run_1/layer_met2.png
(2 px per um)
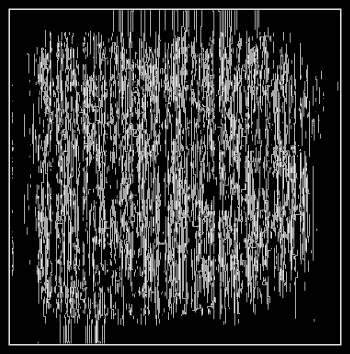
run_1/detail.png
Region (70, 71) to (95, 96) um. Cells in gray, sequential cells in the stronger gray; small squares are vias.
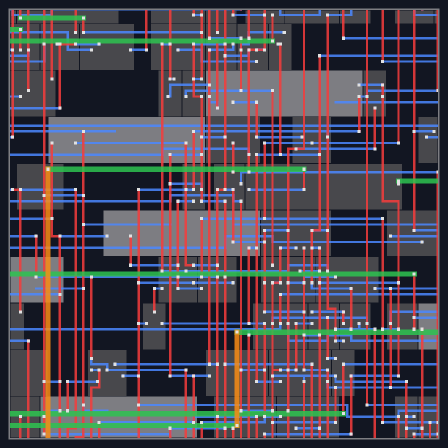
run_1/congestion.png
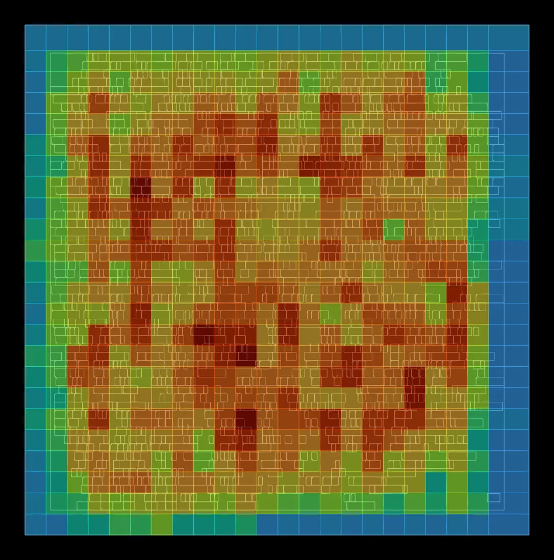
run_1/flops_by_reg.png
(2 px per um) Other sequential cells in the stronger gray, the rest of the logic in the fainter gray.
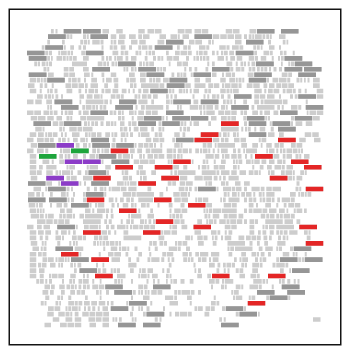
**src/rtl/div_unit.sv**
```systemverilog
// Iterative restoring divider for RV32M DIV/DIVU/REM/REMU.
// One quotient bit per cycle; divide-by-zero and overflow resolve in one cycle.
module div_unit #(
  parameter int WIDTH = 32
) (
  input  logic             clk,
  input  logic             rst,
  input  logic             start,
  input  logic [1:0]       div_ctrl,
  input  logic [WIDTH-1:0] op_a,
  input  logic [WIDTH-1:0] op_b,
  input  logic             flush,
  output logic             busy,
  output logic             done,
  output logic [WIDTH-1:0] result
);

  localparam int CW = (WIDTH > 1) ? $clog2(WIDTH) : 1;
  localparam logic [CW-1:0] CNT_LAST = CW'(WIDTH - 1);
  localparam logic [WIDTH-1:0] W_MIN = {1'b1, {(WIDTH-1){1'b0}}};

  typedef enum logic [1:0] {
    S_IDLE,
    S_CALC,
    S_DONE
  } state_t;

  state_t r_state;
  state_t w_next;

  logic [CW-1:0]    r_cnt;
  logic [WIDTH-1:0] r_rem;
  logic [WIDTH-1:0] r_quo;
  logic [WIDTH-1:0] r_dvs;
  logic             r_is_rem;
  logic             r_neg_q;
  logic             r_neg_r;
  logic [WIDTH-1:0] r_result;

  logic             w_a_neg;
  logic             w_b_neg;
  logic [WIDTH-1:0] w_a_mag;
  logic [WIDTH-1:0] w_b_mag;
  logic             w_div0;
  logic             w_ovf;
  logic             w_special;
  logic [WIDTH-1:0] w_spec_res;
  logic             w_accept;
  logic             w_last;
  logic [WIDTH:0]   w_shift;
  logic             w_ge;
  logic [WIDTH-1:0] w_sub;
  logic [WIDTH-1:0] w_rem_nxt;
  logic [WIDTH-1:0] w_quo_nxt;
  logic [WIDTH-1:0] w_final;

  // div_ctrl[0] marks unsigned, div_ctrl[1] selects remainder.
  assign w_a_neg    = !div_ctrl[0] && op_a[WIDTH-1];
  assign w_b_neg    = !div_ctrl[0] && op_b[WIDTH-1];
  assign w_a_mag    = w_a_neg ? -op_a : op_a;
  assign w_b_mag    = w_b_neg ? -op_b : op_b;
  assign w_div0     = (op_b == '0);
  assign w_ovf      = !div_ctrl[0] && (op_a == W_MIN) && (op_b == '1);
  assign w_special  = w_div0 || w_ovf;
  assign w_spec_res = w_div0 ? (div_ctrl[1] ? op_a : '1)
                             : (div_ctrl[1] ? '0 : W_MIN);
  assign w_accept   = (r_state == S_IDLE) && start && !flush;
  assign w_last     = (r_cnt == CNT_LAST);

  // Restoring step: shift next dividend bit into the partial remainder.
  assign w_shift   = {r_rem, r_quo[WIDTH-1]};
  assign w_ge      = (w_shift >= {1'b0, r_dvs});
  assign w_sub     = w_shift[WIDTH-1:0] - r_dvs;
  assign w_rem_nxt = w_ge ? w_sub : w_shift[WIDTH-1:0];
  assign w_quo_nxt = {r_quo[WIDTH-2:0], w_ge};
  assign w_final   = r_is_rem ? (r_neg_r ? -w_rem_nxt : w_rem_nxt)
                              : (r_neg_q ? -w_quo_nxt : w_quo_nxt);

  // State register.
  always_ff @(posedge clk or negedge rst) begin
    if (!rst) r_state <= S_IDLE;
    else      r_state <= w_next;
  end

  // Next-state logic; flush overrides everything.
  always_comb begin
    w_next = r_state;
    if (flush) begin
      w_next = S_IDLE;
    end else begin
      unique case (r_state)
        S_IDLE:  if (start) w_next = w_special ? S_DONE : S_CALC;
        S_CALC:  if (w_last) w_next = S_DONE;
        S_DONE:  w_next = S_IDLE;
        default: w_next = S_IDLE;
      endcase
    end
  end

  // Outputs; a flush in the done cycle suppresses the pulse.
  always_comb begin
    busy   = (r_state != S_IDLE);
    done   = (r_state == S_DONE) && !flush;
    result = r_result;
  end

  // Datapath: operand capture, iteration, and result write-back.
  always_ff @(posedge clk or negedge rst) begin
    if (!rst) begin
      r_cnt    <= '0;
      r_rem    <= '0;
      r_quo    <= '0;
      r_dvs    <= '0;
      r_is_rem <= 1'b0;
      r_neg_q  <= 1'b0;
      r_neg_r  <= 1'b0;
      r_result <= '0;
    end else if (w_accept) begin
      r_is_rem <= div_ctrl[1];
      if (w_special) begin
        r_result <= w_spec_res;
      end else begin
        r_cnt   <= '0;
        r_rem   <= '0;
        r_quo   <= w_a_mag;
        r_dvs   <= w_b_mag;
        r_neg_q <= w_a_neg ^ w_b_neg;
        r_neg_r <= w_a_neg;
      end
    end else if (r_state == S_CALC && !flush) begin
      r_rem <= w_rem_nxt;
      r_quo <= w_quo_nxt;
      r_cnt <= r_cnt + 1'b1;
      if (w_last) r_result <= w_final;
    end
  end

endmodule

```
**config.mk**
```make
export PLATFORM = sky130hd
export DESIGN_NAME = div_unit
export DESIGN_NICKNAME = d
export VERILOG_FILES = /design/src/rtl/div_unit.sv
export SDC_FILE = /design/constraint.sdc
export NUM_CORES = 1
export LEC_CHECK = 0
export ABC_AREA = 0
export CORE_AREA = 8 8 157 159
export DETAILED_ROUTE_END_ITERATION = 10
export DIE_AREA = 0 0 165 167
export PLACE_DENSITY = 0.74
export SKIP_CTS_REPAIR_TIMING = 1
export SLEW_MARGIN = 20
export SYNTH_ARGS = -nofsm -noshare
export SYNTH_HDL_FRONTEND = slang
export SYNTH_SLANG_ARGS = --single-unit
```
**constraint.sdc**
```tcl
create_clock -name clk -period 5.75 [get_ports clk]
set_input_delay 0.575 -clock clk [delete_from_list [all_inputs] [get_ports clk]]
set_output_delay 0.575 -clock clk [all_outputs]
set_load 0.01 [all_outputs]
```
==> flow_summary.ini, run 1 <==
; implementation run metrics
[hold_path]
hold_class = in -> async

[logic_synthesis]
ys_ff = 138
yosys.area.top_type_share_pct = 29.5
ff_type = dfrtp_1
ys_area_um2 = 11700
yosysTopAreaCell = dfrtp_1
synthesis.nets = 1637

[timing]
period_minus_slack_ns = 5.37

[clock_network]
clock_latency_ns = 0.44
cts.path.max_buffers = 2
cts_tree = done
numClockSinks = 138

[drt]
ant_nets = 0
drc_errors = 0
wl_met3_um = 3530

[setup_path]
cp_max_fo = 7

[power_and_ir_drop]
pwr-share-comb_pct = 62.9
clockPowerShare_pct = 15.6
seqPwrFrac_pct = 21.5

[run_status]
outcome = finished clean

[cells_and_area]
final-clk-cell-share_pct = 4.23
## Picture notes: layer_met2.png
The wires run mostly vertical. The layer carries 18000 um of wire. 1401 nets have wire on it.

## Picture notes: detail.png
Key: metal 1 = blue; metal 2 = red; metal 3 = green; metal 4 = orange
Most frequent: mux2i_1 (5), o22ai_1 (5), nand2_1 (5). Sequential cells in the window: 4. 41 logic cells have their middle in the window. Netlist names of flops here include r_rem (4).

## Picture notes: congestion.png
most used routing layer: met2
DR WL/cell: 21.4 um
M1 GR Usage: 41.8%
gr usage total: 29.3%
Final Core Density: 60.8%

## Picture notes: flops_by_reg.png
Key: r_cnt = purple [sequential cells 5, where west]; r_state = green [sequential cells 2]; r_rem = red [sequential cells 32]
fraction of area in registers: 25.6%
register area: 3450 um2
sequential power: 1.52 mW

-- run 1: worst max-delay path by stage --
stage	from	to	slack (ns)	depth (start not counted)
2_1_floorplan	r_rem[7]$_DFFE_PN0P_	result[30]$_DFFE_PN0P_	0.47	21
3_3_place_gp	r_rem[21]$_DFFE_PN0P_	result[30]$_DFFE_PN0P_	0.54	18
3_5_place_dp	r_rem[21]$_DFFE_PN0P_	result[30]$_DFFE_PN0P_	0.34	18
4_1_cts	r_rem[21]$_DFFE_PN0P_	result[30]$_DFFE_PN0P_	0.30	18
5_1_grt	r_rem[11]$_DFFE_PN0P_	result[30]$_DFFE_PN0P_	0.07	18
6_report	r_rem[11]$_DFFE_PN0P_	result[30]$_DFFE_PN0P_	0.38	18
run_1/sizes.png
(3 px per um)
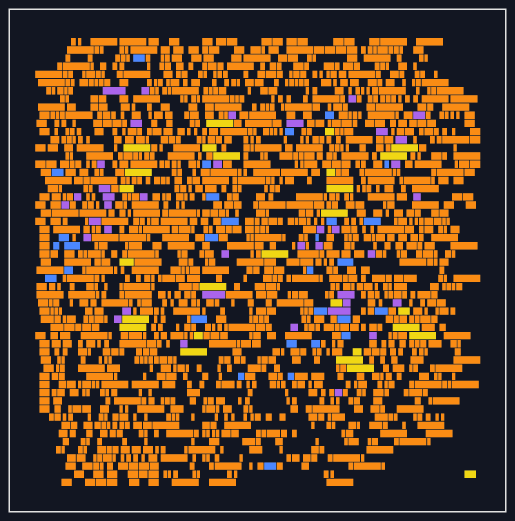

--- run 2 (diff from run 1) ---
- MAX_ROUTING_LAYER: default -> met4
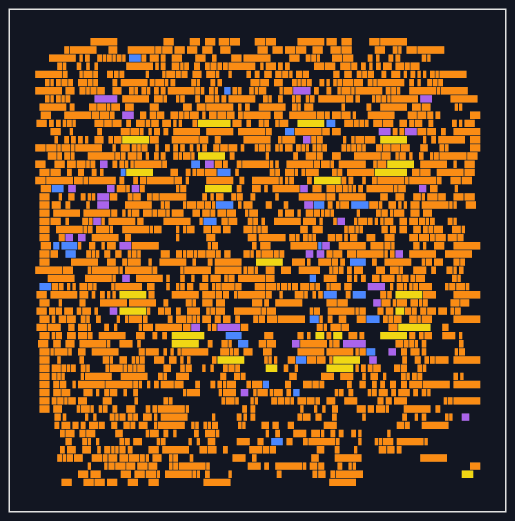
run_2/sizes.png
(3 px per um)
Key: _3 and _4 cells = purple [cells 38, share 2.4%, most used buf_4]; _6 and larger = yellow [cells 26, share 1.6%, most used clkbuf_16]; _0 and _1 cells = orange [cells 1503, share 94%, most used nand2_1]; _2 cells = blue [cells 30, share 1.9%]
setup ws final: 0.407 ns
Area growth, synth to finish: 16.0%

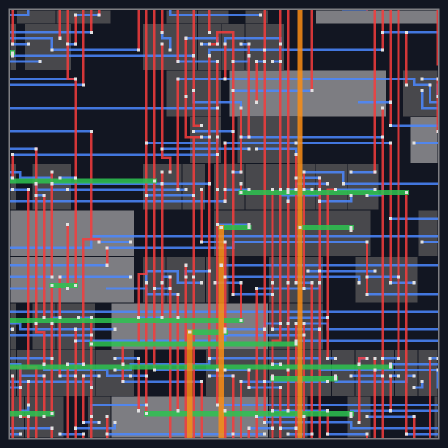
run_2/detail.png
Region (70, 71) to (95, 96) um. Cells in gray, sequential cells in the stronger gray; small squares are vias.
Key: metal 3 = green; metal 2 = red; metal 1 = blue; metal 4 = orange
Sequential cells in the window: 5. Netlist names of flops here include r_rem (5). Most frequent: nand2_1 (8), o22ai_1 (8), dfrtp_1 (5). 42 logic cells have their middle in the window.

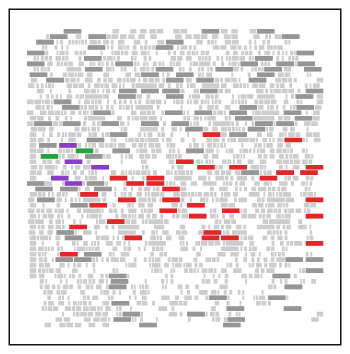
run_2/flops_by_reg.png
(2 px per um) Other sequential cells in the stronger gray, the rest of the logic in the fainter gray.
Key: r_state = green [sequential cells 2]; r_cnt = purple [sequential cells 5, where west]; r_rem = red [sequential cells 32, where a horizontal strip, middle]
Final Core Density: 61.1%
fraction of area in registers: 25.4%

==> run 2 against run 1 <==
Net effect: critical path depth unchanged; design area increased by 0.47%; combinational power about the same; die size unchanged; global-route usage increased by 0.31 points; final cell count unchanged.
==> flow_summary.ini, run 2 <==
; implementation run metrics
[drt]
drc_errors = 0
wl_met3_um = 3350
ant_nets = 0
wl_per_cell_um = 21.2
routed_wl_um = 39900

[logic_synthesis]
yosys.area.top_type_share_pct = 29.5
synth_area_um2 = 11700
yosysTopAreaCell = dfrtp_1
synthesis.nets = 1637
ff_type = dfrtp_1
ys_area_um2 = 11700
ys_ff = 138
synth.avg_cell_area_um2 = 7.66

[placed_design]
place_congestion = 0.949

[global_routing]
track_usage_pct = 29.6
grt_pass1_wl_um = 62800
busiest_layer = met2
grt_use_met1_pct = 41.8

[run_status]
outcome = finished clean

[cells_and_area]
register_area_um2 = 3450
nonClkBufAreaFrac_pct = 8.92
final-clk-cell-share_pct = 4.58

[setup_path]
cp_max_fo = 11
crit_required_ns = 6.09

[floorplan]
initial_utilization_pct = 52.6
die_area_um2 = 27600

[power_and_ir_drop]
clockPowerShare_pct = 16.7
pwr-share-comb_pct = 62.1
seqPwrFrac_pct = 21.2

[clock_network]
cts_tree = done
clock_latency_ns = 0.44
numClockSinks = 138
cts.path.max_buffers = 2

[timing]
period_minus_slack_ns = 5.34
rsz0062_at_grt = false

[hold_path]
hold_class = reg -> reg

[flow_run]
openroad.warnings = 29
-- run 2: worst paths after layout --
path / start / to / slack, ns / cells past startpoint
max: r_rem[7]$_DFFE_PN0P_ / result[30]$_DFFE_PN0P_ / 0.41 / 18
min: result[9]$_DFFE_PN0P_ / result[9]$_DFFE_PN0P_ / 0.47 / 2
max reg2reg: r_rem[7]$_DFFE_PN0P_ / result[30]$_DFFE_PN0P_ / 0.41 / 18
min reg2reg: result[9]$_DFFE_PN0P_ / result[9]$_DFFE_PN0P_ / 0.47 / 2
max in group asynchronous: rst / r_rem[2]$_DFFE_PN0P_ / 4.20 / 3
min in group asynchronous: rst / r_dvs[11]$_DFFE_PN0P_ / 0.56 / 2
Power is estimated from default activity; no workload was simulated.
